--- src/rtl/teclado_2_if.sv ---
// Keypad bus: row sense in, column drive out, reference code and result flags.
// master drives the keypad/reference side, slave is the scanner.
interface teclado_2_if;
    logic [3:0]  in;
    logic [3:0]  out;
    logic [15:0] registrador_w;
    logic        teste;
    logic        teste1;
    logic        teste2;
    logic        mechuper;

    modport master (
        output in, registrador_w,
        input  out, teste, teste1, teste2, mechuper
    );

    modport slave (
        input  in, registrador_w,
        output out, teste, teste1, teste2, mechuper
    );
endinterface

--- src/rtl/teclado_2.sv ---
// 4x4 matrix keypad scanner with debounce and a 4-digit code checker.
// One strobe per physical press; '#' compares the last four digits to registrador_w.
module teclado_2 #(
    parameter int SCAN_DIV     = 4,
    parameter int DEBOUNCE_CYC = 8
) (
    input  logic        clk,
    input  logic        reseta,
    teclado_2_if.slave  kp
);
    typedef enum logic [1:0] {SCAN, DEBOUNCE, HELD, RELEASE} state_t;

    localparam int SW = (SCAN_DIV > 1) ? $clog2(SCAN_DIV) : 1;
    localparam int DW = $clog2(DEBOUNCE_CYC + 1);

    state_t          state_q, state_d;
    logic [3:0]      out_q, out_d;
    logic [3:0]      row_q, row_d;
    logic [SW-1:0]   scan_q, scan_d;
    logic [DW-1:0]   db_q, db_d;
    logic [15:0]     entry_q, entry_d;
    logic [2:0]      count_q, count_d;
    logic            teste_q, teste_d;
    logic            ok_q, ok_d;
    logic            bad_q, bad_d;
    logic            held_q, held_d;

    logic [1:0]      col_idx;
    logic [1:0]      row_idx;
    logic [3:0]      key_code;

    always_ff @(posedge clk or negedge reseta) begin
        if (!reseta) begin
            state_q <= SCAN;
            out_q   <= 4'b1110;
            row_q   <= 4'hF;
            scan_q  <= '0;
            db_q    <= '0;
            entry_q <= '0;
            count_q <= '0;
            teste_q <= 1'b0;
            ok_q    <= 1'b0;
            bad_q   <= 1'b0;
            held_q  <= 1'b0;
        end else begin
            state_q <= state_d;
            out_q   <= out_d;
            row_q   <= row_d;
            scan_q  <= scan_d;
            db_q    <= db_d;
            entry_q <= entry_d;
            count_q <= count_d;
            teste_q <= teste_d;
            ok_q    <= ok_d;
            bad_q   <= bad_d;
            held_q  <= held_d;
        end
    end

    always_comb begin
        state_d = state_q;
        out_d   = out_q;
        row_d   = row_q;
        scan_d  = scan_q;
        db_d    = db_q;
        entry_d = entry_q;
        count_d = count_q;
        teste_d = 1'b0;
        ok_d    = ok_q;
        bad_d   = bad_q;
        held_d  = held_q;

        case (out_q)
            4'b1101: col_idx = 2'd1;
            4'b1011: col_idx = 2'd2;
            4'b0111: col_idx = 2'd3;
            default: col_idx = 2'd0;
        endcase

        // Lowest-index closed row wins when several keys share a column.
        row_idx = 2'd3;
        for (int i = 3; i >= 0; i--)
            if (!row_q[i]) row_idx = 2'(i);

        if (col_idx == 2'd3)
            key_code = 4'hA + {2'b00, row_idx};
        else if (row_idx == 2'd3)
            key_code = (col_idx == 2'd0) ? 4'hE : (col_idx == 2'd1) ? 4'h0 : 4'hF;
        else
            key_code = {2'b00, row_idx} * 4'd3 + {2'b00, col_idx} + 4'd1;

        case (state_q)
            SCAN: begin
                if (kp.in == 4'hF) begin
                    if (scan_q == SW'(SCAN_DIV - 1)) begin
                        scan_d = '0;
                        out_d  = {out_q[2:0], out_q[3]};
                    end else begin
                        scan_d = scan_q + SW'(1);
                    end
                end else begin
                    row_d   = kp.in;
                    db_d    = '0;
                    state_d = DEBOUNCE;
                end
            end
            DEBOUNCE: begin
                if (kp.in != row_q) begin
                    scan_d  = '0;
                    state_d = SCAN;
                end else if (db_q == DW'(DEBOUNCE_CYC - 1)) begin
                    db_d    = db_q + DW'(1);
                    state_d = HELD;
                    teste_d = 1'b1;
                    held_d  = 1'b1;
                    ok_d    = 1'b0;
                    bad_d   = 1'b0;
                    if (key_code <= 4'h9) begin
                        entry_d = {entry_q[11:0], key_code};
                        count_d = (count_q == 3'd4) ? 3'd4 : count_q + 3'd1;
                    end else if (key_code == 4'hE) begin
                        entry_d = '0;
                        count_d = '0;
                    end else if (key_code == 4'hF) begin
                        if (count_q == 3'd4 && entry_q == kp.registrador_w)
                            ok_d = 1'b1;
                        else
                            bad_d = 1'b1;
                        entry_d = '0;
                        count_d = '0;
                    end
                end else begin
                    db_d = db_q + DW'(1);
                end
            end
            HELD: begin
                if (kp.in == 4'hF) begin
                    db_d    = '0;
                    state_d = RELEASE;
                end
            end
            RELEASE: begin
                if (kp.in != 4'hF) begin
                    state_d = HELD;
                end else if (db_q == DW'(DEBOUNCE_CYC - 1)) begin
                    held_d  = 1'b0;
                    scan_d  = '0;
                    state_d = SCAN;
                end else begin
                    db_d = db_q + DW'(1);
                end
            end
            default: state_d = SCAN;
        endcase
    end

    assign kp.out      = out_q;
    assign kp.teste    = teste_q;
    assign kp.teste1   = ok_q;
    assign kp.teste2   = bad_q;
    assign kp.mechuper = held_q;
endmodule

--- src/flat_wrapper.sv ---
// flat-port wrapper written by rule: the top's interface ports become plain ports
module teclado_2_flat 
#(
    parameter int SCAN_DIV     = 4,
    parameter int DEBOUNCE_CYC = 8
)
  (clk, reseta, kp_in, kp_registrador_w, kp_out, kp_teste, kp_teste1, kp_teste2, kp_mechuper);
  teclado_2_if kp_i ();
  input  logic clk;
  input  logic reseta;
  input wire logic [$bits(kp_i.in)-1:0] kp_in;
  input wire logic [$bits(kp_i.registrador_w)-1:0] kp_registrador_w;
  output wire logic [$bits(kp_i.out)-1:0] kp_out;
  output wire logic [$bits(kp_i.teste)-1:0] kp_teste;
  output wire logic [$bits(kp_i.teste1)-1:0] kp_teste1;
  output wire logic [$bits(kp_i.teste2)-1:0] kp_teste2;
  output wire logic [$bits(kp_i.mechuper)-1:0] kp_mechuper;
  assign kp_i.in = kp_in;
  assign kp_i.registrador_w = kp_registrador_w;
  assign kp_out = kp_i.out;
  assign kp_teste = kp_i.teste;
  assign kp_teste1 = kp_i.teste1;
  assign kp_teste2 = kp_i.teste2;
  assign kp_mechuper = kp_i.mechuper;
  teclado_2 #(.SCAN_DIV(SCAN_DIV), .DEBOUNCE_CYC(DEBOUNCE_CYC)) u_core (.clk(clk), .reseta(reseta), .kp(kp_i));
endmodule
--- config.mk ---
export PLATFORM = sky130hd
export DESIGN_NAME = teclado_2_flat
export DESIGN_NICKNAME = d
export VERILOG_FILES = /design/src/rtl/teclado_2_if.sv /design/src/rtl/teclado_2.sv /design/src/flat_wrapper.sv
export SDC_FILE = /design/constraint.sdc
export NUM_CORES = 1
export LEC_CHECK = 0
export CAP_MARGIN = 20
export CORE_AREA = 2 2 68 70
export DETAILED_ROUTE_END_ITERATION = 8
export DIE_AREA = 0 0 70 72
export GPL_TIMING_DRIVEN = 0
export MAX_ROUTING_LAYER = met4
export PLACE_DENSITY = 0.78
export SLEW_MARGIN = 40
export SYNTH_ARGS = -nofsm -noshare
export SYNTH_HDL_FRONTEND = slang
export SYNTH_SLANG_ARGS = --single-unit
--- constraint.sdc ---
create_clock -name clk -period 3.8 [get_ports clk]
set_input_delay 1.14 -clock clk [delete_from_list [all_inputs] [get_ports clk]]
set_output_delay 1.14 -clock clk [all_outputs]
set_load 0.01 [all_outputs]
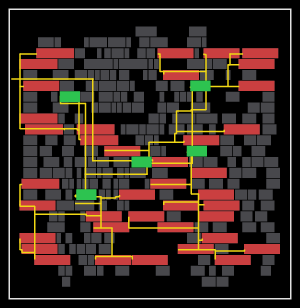
clock_wires.png
Drawn at 4 px/µm.
- flip-flops: red (count 39)
- clock-net drivers: green (count 5)
- clock wires: yellow (length 476 µm)
- routed clock nets: 6
Max Clock Skew: 0.0133 ns
Clock power frac: 0.205
Clk. pwr: 0.309 mW

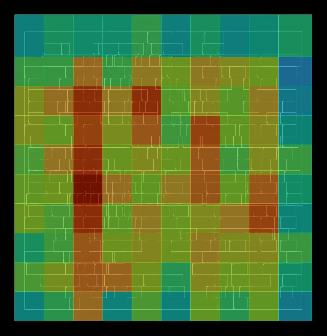
congestion_map.png
WL per Instance: 14.6 µm
GRT met1 Usage: 0.259
busiest grt layer: met2
overall routing resource usage: 0.202
Final Util: 0.655

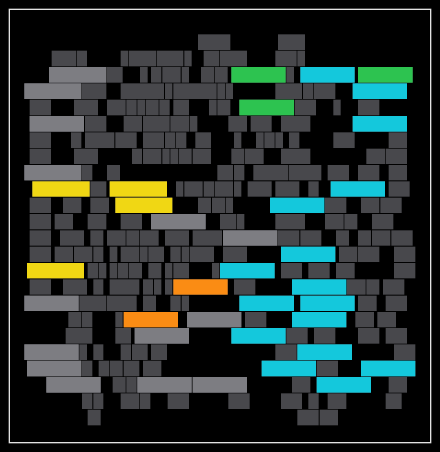
ff_map.png
Drawn at 6 px/µm. Other sequential cells in the stronger gray, the rest of the logic in the fainter gray.
- u_core.row_q: yellow (flops 4; where west)
- u_core.count_q: green (flops 3)
- u_core.entry_q: cyan (flops 16)
- u_core.state_q: orange (flops 2)
Storage cell area: 985 µm²
sequential cell power: 0.535 mW
sequential cell area share: 0.353

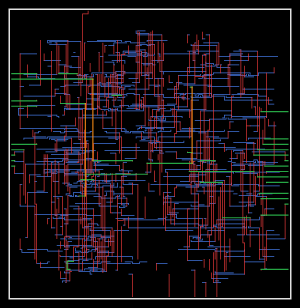
layers.png
Drawn at 4 px/µm.
- M2: red (wire length 2160 µm)
- M1: blue (wire length 2060 µm)
- M4: orange (wire length 62.6 µm)
- M3: green (wire length 230 µm)
DRT Wirelength: 4520 µm
DR vias: 1756

==> results_slide.txt <==
Physical Implementation Snapshot

Logic synthesis
  • YS warnings: 0
  • Net count after synthesis: about 250
  • Yosys Instances: 220
  • Main flop type: dfrtp_1
  • Syn_area_per_cell: about 11 µm²
  • Max-area cell share: 0.346
  • Post-synth EDFFs: 0
  • Top cells by area: dfrtp_1 (35%), dfstp_2 (7.9%), xor2_1 (6.8%)
  • Distinct lib cells: about 52
  • Seq cells post-synth: 39
  • Yosys Chip Area: ~2300 µm²

Worst setup path
  • Worst Path Arrival: 3.76 ns
  • R2r setup slk: 0.22 ns
  • CP max-delay cell: dfstp_2
  • CP startpoint: u_core.kp.out[2]
  • Worst Setup EP: u_core.entry_q[12]
  • Buffers and inverters on the worst path: 3
  • Delay-heaviest family, CP: simple AND/OR/NAND/NOR gates
  • WP depth: 12
  • Critical path endpoint category: flip-flop
  • Worst EP required: roughly 4.0 ns
  • Worst setup path class: reg2reg

Power and ir drop
  • Comb power frac: 0.439
  • Switching share of power: 0.373
  • Biggest consumer: combinational logic
  • Peak supply drop: 0.333 mV
  • Leakage: roughly 1.3 nW
  • Sequential share of power: 0.355

Finish
  • Diode count: 0
  • Layout cells sized above 1: 0.226
  • Non-Filler Cell Area, Final: approximately 2800 µm²
  • Area grow syn2layout: 20.5%

Timing
  • Final Critical Period: 3.58 ns
  • RSZ-0062 raised after global routing: no
  • Worst Tran Pin Value: ~0.56 ns
  • Max_slew headroom: 0.623
  • Final Hold Viols: 0
  • Tcrit/Tclk final: 0.942

Min path
  • Hold crit path type: reg2reg
  • HP Start: u_core.kp.teste2
  • Worst Hold End: u_core.kp.teste2

Die
  • Chip area: a little over 5000 µm²
  • Row count: 24
  • Chip width: 70 µm
  • Die height: slightly above 70 µm

CTS
  • Worst-path clk slew: around 0.080 ns
  • Depth of the CTS H-tree: 2
  • Total CTS buffers: 5
  • Worst-Skew Late Latency: 0.29 ns
  • Post-cts hold buffer count: 0
  • Clk buf depth: 2

Drt
  • WL met3: around 230 µm
  • Met1 Wirelength: a little over 2000 µm
  • DRT iter0 DRCs: around 80
  • Number of remaining DRC errors: 0

Run status
  • Status: finished clean

Global route
  • Vias in the first global route: between 1500 and 2000
  • Gr ovfl total: 0
  • Met2 Usage GRT: 0.324
  • Met3 usage: 0.0417
  • Global-route wire length before repair: about 8000 µm

Placed design
  • Placer Congestion: 0.781
  • Buffers on Ports: 29
## cells by family (layout without fill, tap and decap cells)
group / Yosys count / count (layout) / synth area share
fa+ha+maj: 10 / 10 / 0.0605
mux: 10 / 10 / 0.0481
compound gates: 49 / 49 / 0.165
xor+xnor: 23 / 23 / 0.0869
flops: 39 / 39 / 0.425
buf+inv: 21 / 58 / 0.0464
simple gates: 68 / 68 / 0.168
## worst reg2reg max path, stage by stage (launching register included)
cell     delay, ns
dfstp_2       0.53
buf_2         0.19
xor2_1        0.16
nand3_1       0.11
fa_1          0.51
fa_1          0.42
xor2_1        0.18
or2_2         0.31
nor3b_1       0.14
or3b_1        0.37
buf_6         0.16
buf_8         0.14
a22o_2        0.26
## cell type report
type                       count  area [µm²]
inverter                      10        37.5
clock buffer                   7        96.3
clock inverter                 1        7.51
fill                         357        1470
tap                           52        65.1
timing repair buffer          29         288
multi-input combinational    160        1240
buffer                        11        70.1
sequential                    39         985
## cell usage after synthesis (all sizes together) (2+ instances only)
master and instances:
a22o 15, clkbuf 3, nor2 9, or2 4, fa 2, ha 8, nand2b 2, nand4b 2
buf 8, and2 2, nor2b 3, o21a 2, nor3 4, nand2 12, o22a 5, nand4 3
xor2 18, a211oi 2, mux2 9, inv 10, o21ai 13, xnor2 5, nand3 9, dfstp 7
and4b 2, nand3b 2, a21oi 2, or3b 2, dfrtp 32, or3 2, o31ai 2, nor4 5
## per-stage QoR
stage          std cells  hold slack, ns
3_3_place_gp         301           0.457
6_report             309           0.495
3_5_place_dp         301           0.480
2_1_floorplan        220           0.485
4_1_cts              309           0.499
5_1_grt              309           0.533
Power is estimated from default activity; no workload was simulated.
